--- src/rtl/multi_timer_pkg.sv ---
// Shared register map and CONFIG field positions for the multi-channel timer.
package multi_timer_pkg;

  // Per-channel register offsets (low six address bits inside a channel window)
  localparam logic [5:0] OFF_CONFIG  = 6'h00;
  localparam logic [5:0] OFF_LO      = 6'h04;
  localparam logic [5:0] OFF_HI      = 6'h08;
  localparam logic [5:0] OFF_UPDATE  = 6'h0C;
  localparam logic [5:0] OFF_ALARMLO = 6'h10;
  localparam logic [5:0] OFF_ALARMHI = 6'h14;
  localparam logic [5:0] OFF_LOADLO  = 6'h18;
  localparam logic [5:0] OFF_LOADHI  = 6'h1C;
  localparam logic [5:0] OFF_LOAD    = 6'h20;

  // CONFIG bit indices
  localparam int CFG_ENABLE     = 31;
  localparam int CFG_INCREASE   = 30;
  localparam int CFG_AUTORELOAD = 29;
  localparam int CFG_DIV_MSB    = 28;
  localparam int CFG_DIV_LSB    = 13;
  localparam int CFG_ALARM_EN   = 10;

  // Channel windows and global registers (address bits [15:0])
  localparam logic [15:0] CH_BASE     = 16'hF000;
  localparam logic [15:0] CH_STRIDE   = 16'h0040;
  localparam logic [15:0] OFF_INT_RAW = 16'hF100;
  localparam logic [15:0] OFF_INT_ENA = 16'hF104;
  localparam logic [15:0] OFF_INT_CLR = 16'hF10C;

endpackage

--- src/rtl/timer_channel.sv ---
// One timer channel: prescaler, up/down counter, alarm compare, load and
// snapshot registers, plus the combinational readback of its own registers.
module timer_channel
  import multi_timer_pkg::*;
#(
  parameter int CNT_W = 64
) (
  input  logic        clk,
  input  logic        rst,
  input  logic        wr,
  input  logic [5:0]  reg_off,
  input  logic [31:0] wdata,
  output logic [31:0] rd_data,
  output logic        alarm_hit
);

  localparam int HW = CNT_W - 32;

  logic [31:0]      config_reg, config_next;
  logic [31:0]      alarm_lo_reg, load_lo_reg, snap_lo_reg;
  logic [HW-1:0]    alarm_hi_reg, load_hi_reg, snap_hi_reg;
  logic [CNT_W-1:0] cnt_reg, cnt_next, cnt_step, alarm_val, load_val;
  logic [15:0]      presc_reg, presc_next, div_eff;
  logic             enable, tick, load_wr;

  always_comb begin
    enable    = config_reg[CFG_ENABLE];
    div_eff   = (config_reg[CFG_DIV_MSB:CFG_DIV_LSB] == 16'd0) ? 16'd1
                                                               : config_reg[CFG_DIV_MSB:CFG_DIV_LSB];
    // >= rather than == so a divider shrunk mid-count still ticks promptly
    tick      = enable && (presc_reg >= div_eff - 16'd1);
    alarm_val = {alarm_hi_reg, alarm_lo_reg};
    load_val  = {load_hi_reg, load_lo_reg};
    cnt_step  = config_reg[CFG_INCREASE] ? cnt_reg + CNT_W'(1) : cnt_reg - CNT_W'(1);
    load_wr   = wr && (reg_off == OFF_LOAD);
    alarm_hit = tick && config_reg[CFG_ALARM_EN] && (cnt_step == alarm_val) && !load_wr;

    presc_next = (!enable || tick) ? 16'd0 : presc_reg + 16'd1;

    cnt_next = cnt_reg;
    if (load_wr)
      cnt_next = load_val;
    else if (tick)
      cnt_next = (alarm_hit && config_reg[CFG_AUTORELOAD]) ? load_val : cnt_step;

    // A software CONFIG write wins over the alarm's self-clear of alarm_en
    config_next = config_reg;
    if (alarm_hit)
      config_next[CFG_ALARM_EN] = 1'b0;
    if (wr && (reg_off == OFF_CONFIG))
      config_next = wdata;
  end

  always_ff @(posedge clk) begin
    if (rst) begin
      config_reg   <= '0;
      presc_reg    <= '0;
      cnt_reg      <= '0;
      alarm_lo_reg <= '0;
      alarm_hi_reg <= '0;
      load_lo_reg  <= '0;
      load_hi_reg  <= '0;
      snap_lo_reg  <= '0;
      snap_hi_reg  <= '0;
    end else begin
      config_reg <= config_next;
      presc_reg  <= presc_next;
      cnt_reg    <= cnt_next;
      if (wr) begin
        case (reg_off)
          OFF_ALARMLO: alarm_lo_reg <= wdata;
          OFF_ALARMHI: alarm_hi_reg <= wdata[HW-1:0];
          OFF_LOADLO:  load_lo_reg  <= wdata;
          OFF_LOADHI:  load_hi_reg  <= wdata[HW-1:0];
          OFF_UPDATE: begin
            snap_lo_reg <= cnt_reg[31:0];
            snap_hi_reg <= cnt_reg[CNT_W-1:32];
          end
          default: ;
        endcase
      end
    end
  end

  always_comb begin
    rd_data = '0;
    case (reg_off)
      OFF_CONFIG:  rd_data = config_reg;
      OFF_LO:      rd_data = snap_lo_reg;
      OFF_HI:      rd_data = 32'(snap_hi_reg);
      OFF_ALARMLO: rd_data = alarm_lo_reg;
      OFF_ALARMHI: rd_data = 32'(alarm_hi_reg);
      OFF_LOADLO:  rd_data = load_lo_reg;
      OFF_LOADHI:  rd_data = 32'(load_hi_reg);
      default:     rd_data = '0;
    endcase
  end

endmodule

--- src/rtl/multi_timer.sv ---
// Memory-mapped multi-channel timer: address decode, registered readback and
// the shared interrupt raw/enable registers around NUM_CH timer channels.
module multi_timer
  import multi_timer_pkg::*;
#(
  parameter int          NUM_CH  = 2,
  parameter int          CNT_W   = 64,
  parameter logic [15:0] BASE_HI = 16'h3FF5
) (
  input  logic              clk,
  input  logic              rst,
  input  logic [31:0]       addr_in,
  input  logic [31:0]       data_in,
  input  logic              wr_in,
  input  logic              rd_in,
  output logic              rd_valid_out,
  output logic [31:0]       data_out,
  output logic [NUM_CH-1:0] irq_out
);

  logic              hit, ch_region;
  logic [15:0]       off;
  logic [1:0]        ch_idx;
  logic [5:0]        reg_off;
  logic [31:0]       ch_rd_data [NUM_CH];
  logic [NUM_CH-1:0] alarm_hit, clr_mask, int_raw_reg, int_raw_next, int_ena_reg;
  logic [31:0]       rd_mux, data_out_reg;
  logic              rd_valid_reg;

  assign hit       = (addr_in[31:16] == BASE_HI);
  assign off       = addr_in[15:0];
  // Four 0x40-byte channel windows fill 0xF000-0xF0FF, so bits [7:6] pick the channel
  assign ch_region = hit && (off[15:8] == CH_BASE[15:8]);
  assign ch_idx    = off[7:6];
  assign reg_off   = off[5:0];

  generate
    for (genvar gi = 0; gi < NUM_CH; gi++) begin : g_ch
      timer_channel #(
        .CNT_W(CNT_W)
      ) u_ch (
        .clk      (clk),
        .rst      (rst),
        .wr       (wr_in && ch_region && (ch_idx == 2'(gi))),
        .reg_off  (reg_off),
        .wdata    (data_in),
        .rd_data  (ch_rd_data[gi]),
        .alarm_hit(alarm_hit[gi])
      );
    end
  endgenerate

  always_comb begin
    clr_mask = '0;
    if (wr_in && hit && (off == OFF_INT_CLR))
      clr_mask = data_in[NUM_CH-1:0];
    // A new alarm beats a same-cycle clear of the same bit
    int_raw_next = (int_raw_reg & ~clr_mask) | alarm_hit;

    rd_mux = '0;
    if (ch_region) begin
      for (int i = 0; i < NUM_CH; i++)
        if (ch_idx == 2'(i))
          rd_mux = ch_rd_data[i];
    end else if (hit) begin
      if (off == OFF_INT_RAW)
        rd_mux = 32'(int_raw_reg);
      else if (off == OFF_INT_ENA)
        rd_mux = 32'(int_ena_reg);
    end
  end

  always_ff @(posedge clk) begin
    if (rst) begin
      int_raw_reg  <= '0;
      int_ena_reg  <= '0;
      data_out_reg <= '0;
      rd_valid_reg <= 1'b0;
    end else begin
      int_raw_reg <= int_raw_next;
      if (wr_in && hit && (off == OFF_INT_ENA))
        int_ena_reg <= data_in[NUM_CH-1:0];
      rd_valid_reg <= rd_in;
      data_out_reg <= rd_in ? rd_mux : 32'd0;
    end
  end

  assign rd_valid_out = rd_valid_reg;
  assign data_out     = data_out_reg;
  assign irq_out      = int_raw_reg & int_ena_reg;

endmodule

--- config.mk ---
export PLATFORM = sky130hd
export DESIGN_NAME = multi_timer
export DESIGN_NICKNAME = d
export VERILOG_FILES = /design/src/rtl/multi_timer_pkg.sv /design/src/rtl/timer_channel.sv /design/src/rtl/multi_timer.sv
export SDC_FILE = /design/constraint.sdc
export NUM_CORES = 2
export LEC_CHECK = 0
export ABC_AREA = 0
export CAP_MARGIN = 20
export CORE_MARGIN = 2
export CORE_UTILIZATION = 37
export CTS_BUF_LIST = sky130_fd_sc_hd__clkbuf_8
export DETAILED_ROUTE_END_ITERATION = 8
export PLACE_DENSITY = 0.63
export SLEW_MARGIN = 20
export SYNTH_ARGS = -nofsm -noshare
export SYNTH_HDL_FRONTEND = slang
export SYNTH_SLANG_ARGS = --single-unit
--- constraint.sdc ---
create_clock -name clk -period 5.3 [get_ports clk]
set_input_delay 1.06 -clock clk [delete_from_list [all_inputs] [get_ports clk]]
set_output_delay 1.06 -clock clk [all_outputs]
set_load 0.05 [all_outputs]
Wires at chosen ports, followed through buffers:
The bar under the picture is 100 microns long.
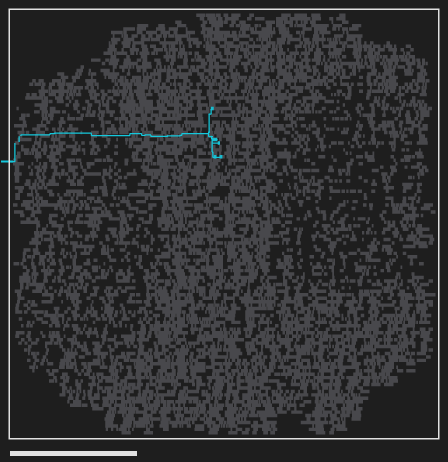
port	color	bits	direction	edge	end cells	buffers	wire
`wr_in`	cyan	1	input	left	6	3	241 microns
port bufs: 102
number of placed I/O pins: 103

==> results.txt <==
From the run reports.

- The run finished, with violations left.
- The final reports fail on negative setup slack.
- The standard-cell row count reads ~120.
- The number of fillers in the final layout reads between 10000 and 15000.
- The share of final layout cell area taken by clock buffers and inverters reads 4.38%.
- The sequential portion of the cell area is between 20% and 30%.
- The synthesized area per cell is 7.32 sq um.
- The data required time at the worst endpoint is ~6 ns.
- The script computed the net switching share of total power as between 20% and 30%.
- Looking at the max-slew report, the worst-margin pin has a slew of 1.11 ns.
- Once synthesis finished, the tally of register bits stood at 645.
- The overall die area is between 100000 and 150000 sq um.
- The number of buffers created by CTS reads around 110.
- Sorting the synthesized cells by area gives the leading types as sky130_fd_sc_hd__dfxtp_1 31%, sky130_fd_sc_hd__nand2_1 12%, sky130_fd_sc_hd__a21oi_1 9.4%.
- The share of the Yosys chip area taken by registers is about a third.
- The power share of the combinational group reads under 10%.
- The setup skew after layout reads around 0.065 ns.
- Among all flip-flop cells after synthesis, the most frequent one is sky130_fd_sc_hd__dfxtp_1.
- The layout clock buffer count reads 140.
- The fraction of the mapped netlist area in simple logic gates reads between 20% and 30%.
- The root buffer cell reads sky130_fd_sc_hd__clkbuf_8.
- The total detailed-routing wirelength reads between 200 and 250 mm.
- The synthesized netlist contains 108 unique library cells.
- The parity-gate share of the synthesized area counting xor and xnor cells reads around 6.4%.
- The number of global-route vias before repair is approximately 45000.
- The power report lists the combinational group at 0.286 mW.
- The H-tree depth is 3.
- The cell count after synthesis came out at 5615.
- Yosys printed 0 warnings.
- The power dissipated in the clock network is about 4.8 mW.
- Sequential cells consume a total of 4.85 mW.
- By instance count after routing, the leading logic cell type is sky130_fd_sc_hd__nand2_1.
- The count of multi-input gates reads ~4500.
- The detailed-placement wirelength estimate reads between 150 and 200 mm.
- The count of max-cap constraint violations is 0.
- The total setup violations reported at the end of the flow is approximately 64.
- The worst stage delay on the critical path is 0.54 ns.
- The number of flip-flops in the largest register reads 128.
- The largest net degree at the start of global routing is 204.
- The share of synthesized cell area in and-or and or-and compound cells reads a little over a quarter.
- The final hold violation count is 0.
- Post-route period utilization is reported as 102%.
- The floorplan core density reads between 30% and 40%.
- The cell area that synthesis handed to floorplanning was slightly above 40000 sq um.
- The area share of the largest cell type after synthesis is a little under a third.
- Hold timing on the final database bottoms out at a slack of roughly 0.45 ns.
- Of the total power, the clock network draws slightly below 50%.
- The worst vdd rail ir drop is approximately 0.00017 V.
- The iteration tally of the first detailed-router pass reads 9.
- The detailed-route via count reads 48000.
- For this run the aggregate overflow at the end of global routing stands at 0.
- The number of sequential cells in the layout reads about 650.
- The net count entering floorplan reads between 5000 and 6000.
- The largest delay contributor family on the critical path is AND-OR/OR-AND gates.
- The element type at the critical path start is a register.
- The proportion of power drawn by flip-flops and latches reads 48.6%.
- The combinational gate area reads roughly 28000 sq um.
- The core region area is around 110000 sq um.
- Registers take 12900 sq um.
- The internal power consumption is about 7.5 mW.
- The clock sink count is about 650.
- The leading cell category by total area is multi-input combinational cells.
- The number of tap cells inserted is 1488.
- The share of the final layout cell area in multi-input gates is about half.
- Summed over all nets, the switching power comes to between 2 and 2.5 mW.
- The data arrival time of the critical path is approximately 6.1 ns.
- For reference, the top logic cell family by area is AND-OR/OR-AND gates.
- The count of library flops with an enable pin reads 0.
- The non-clock buffering overhead in the final layout reads between 10% and 20%.
- The worst-path maximum fanout reads 8.
- The clock-pin transition on the worst setup and hold timing paths is around 0.06 ns.
- The buffering stage count on the worst path with inverters included is 6.
- The most numerous cell on the critical path reads sky130_fd_sc_hd__buf_4.
- The horizontal extent of the die reads between 300 and 400 microns.
- The adder-cell share of the synthesized area is 4.97%.
- The maximum clock frequency reads ~180 MHz.
- The global-route wire length before repair reads about 310 mm.
- The normalized max-slew margin reads roughly a quarter.
- The initial antenna violation count is 9.
- The global routing report lists combined usage of all routing layers as 37.4%.
- The most numerous cell in the Yosys netlist reads sky130_fd_sc_hd__nand2_1.
- The count of tool warnings is 36.
- The dominant power group in this design is registers.
- The critical path goes through buf_4 > inv_1 > fa_1 > nand2b_1 > a21o_1 > a21oi_2 > a41oi_1 > buf_4 > buf_4 > o211ai_1 > a31o_2 > a21boi_0 > xnor2_1 > xnor2_1 > nand3_4 > o41ai_4 > buf_6 > buf_4 > nand2_1 > a21oi_1.
- The count of instantiated cells in the yosys netlist reads around 5600.
- The first routing iteration left just over 6000 violations.
- The script computed a power per unit cell area of roughly 190 nW/um^2.
- The final timing report gives a worst setup slack of -0.119 ns.
- At the later pin of the worst-skew pair, clock insertion delay measures approximately 0.8 ns.
- The library cells used most frequently in the layout, excluding fill and tap cells, are 1274 x sky130_fd_sc_hd__nand2_1, 873 x sky130_fd_sc_hd__buf_4, 716 x sky130_fd_sc_hd__a21oi_1, 641 x sky130_fd_sc_hd__dfxtp_1, 312 x sky130_fd_sc_hd__nor2_1.
- Multiplexer cells account for 1.35% of the synthesized area.
- For reference, the final report shows the max-slew violation count at 0.
- The startpoint-to-endpoint class of the critical path is reg -> reg.
- The type of destination of the critical path is a register.
- Cells with a size suffix above 1 make up 22.4% of the layout.
- Non-clock buffers in the final layout number 1038.
- For reference, the top cells by count after synthesis are 1309 x sky130_fd_sc_hd__nand2_1, 769 x sky130_fd_sc_hd__a21oi_1, 645 x sky130_fd_sc_hd__dfxtp_1.
- The critical path's slowest stage uses the library cell sky130_fd_sc_hd__o211ai_1.
- The global placer's final weighted congestion is between 1 and 1.5.
- From bottom edge to top edge, the die measures 337 microns.
- The area overhead of the layout relative to synthesis is 30.6%.
- The post-layout net count reads ~6600.
- The count of antenna-violating nets left after detailed routing reads 0.
- In this run, post-CTS hold repair placed 0 buffers.
- The final antenna diode tally reported by the flow is 3.
- The classification of the worst-slack hold path is reg -> reg.
- Setup repair after global routing could not meet its margin everywhere.
- The area reported by Yosys stat reads slightly above 40000 sq um.
- The placement-stage worst setup slack reads -0.914 ns.
- The power report puts the leakage power at 21.5 nW.
- The routed via count divided by cell count is 6.06.
- The inverter count reads 48.
- The top cell type by total area after synthesis reads sky130_fd_sc_hd__dfxtp_1.
- The buffer depth of the longest clock path reads 3.
- Per the synth stats, the proportion of register bits with asynchronous set or reset is 0%.
- TritonRoute reported its final design rule violation total as 0.
- TritonCTS built the clock tree.
- The post-layout minimum cycle time reads between 5 and 6 ns.
Routing congestion:
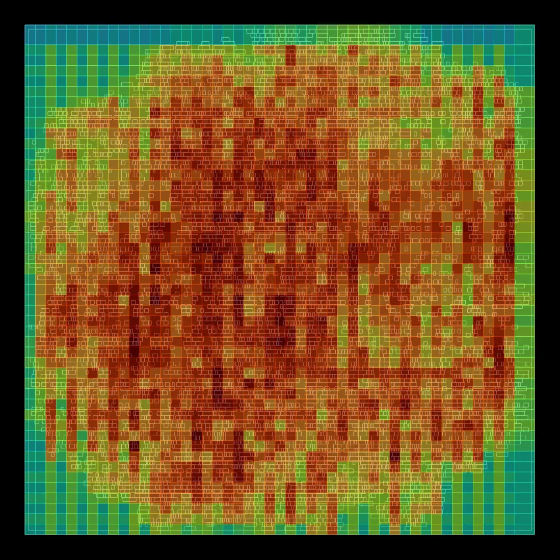
routing layer with the top usage in global route: met2
WL/cell: 27.9 microns
met2 Use GR: 61.2%
global-route track usage on met1: 45.8%

==> path summary, 6_finish.rpt <==
check / cells after the start / start / end / slack [ns]
setup / recovery: 20 / g_ch[1].u_ch.cnt_reg[1] / g_ch[1].u_ch.cnt_reg[25] / -0.12
hold / removal: 2 / g_ch[0].u_ch.snap_hi_reg[14] / g_ch[0].u_ch.snap_hi_reg[14] / 0.45
hold reg to reg: 2 / g_ch[0].u_ch.snap_hi_reg[14] / g_ch[0].u_ch.snap_hi_reg[14] / 0.45
setup reg to reg: 20 / g_ch[1].u_ch.cnt_reg[1] / g_ch[1].u_ch.cnt_reg[25] / -0.12
==> layer usage <==
| metal | vias up | share of wire, % | global-route usage, % |
|---|---|---|---|
| li1 | 21700 | - | - |
| met1 | 22900 | 38 | 45.8 |
| met2 | 2708 | 45 | 61.2 |
| met3 | 710 | 8.5 | 5.91 |
| met4 | 8 | 7.9 | 23.9 |
| met5 | - | 0.026 | 0 |
==> metrics by stage <==
stage | utilization [%] | power, mW | area (sq um) | setup TNS, ns | cells
6_report | 48.6 | 9.98 | 53700 | -5.19 | 7922
3_3_place_gp | 44.8 | 5.23 | 49500 | -81.86 | 7688
3_5_place_dp | 44.8 | 5.23 | 49500 | -103.49 | 7688
4_1_cts | 47.3 | 9.98 | 52200 | -0.0242 | 7895
2_1_floorplan | - | 5.08 | 41100 | -3.84 | 5615
5_1_grt | 48.6 | 10.2 | 53700 | -21.25 | 7921
==> repair_timing <==
item,in CTS,in global routing
setup buffers,8,15
gates cloned,2,9
resized,66,318
pin swaps,17,145
setup endpoints to repair,132,132
Power is estimated from default activity; no workload was simulated.
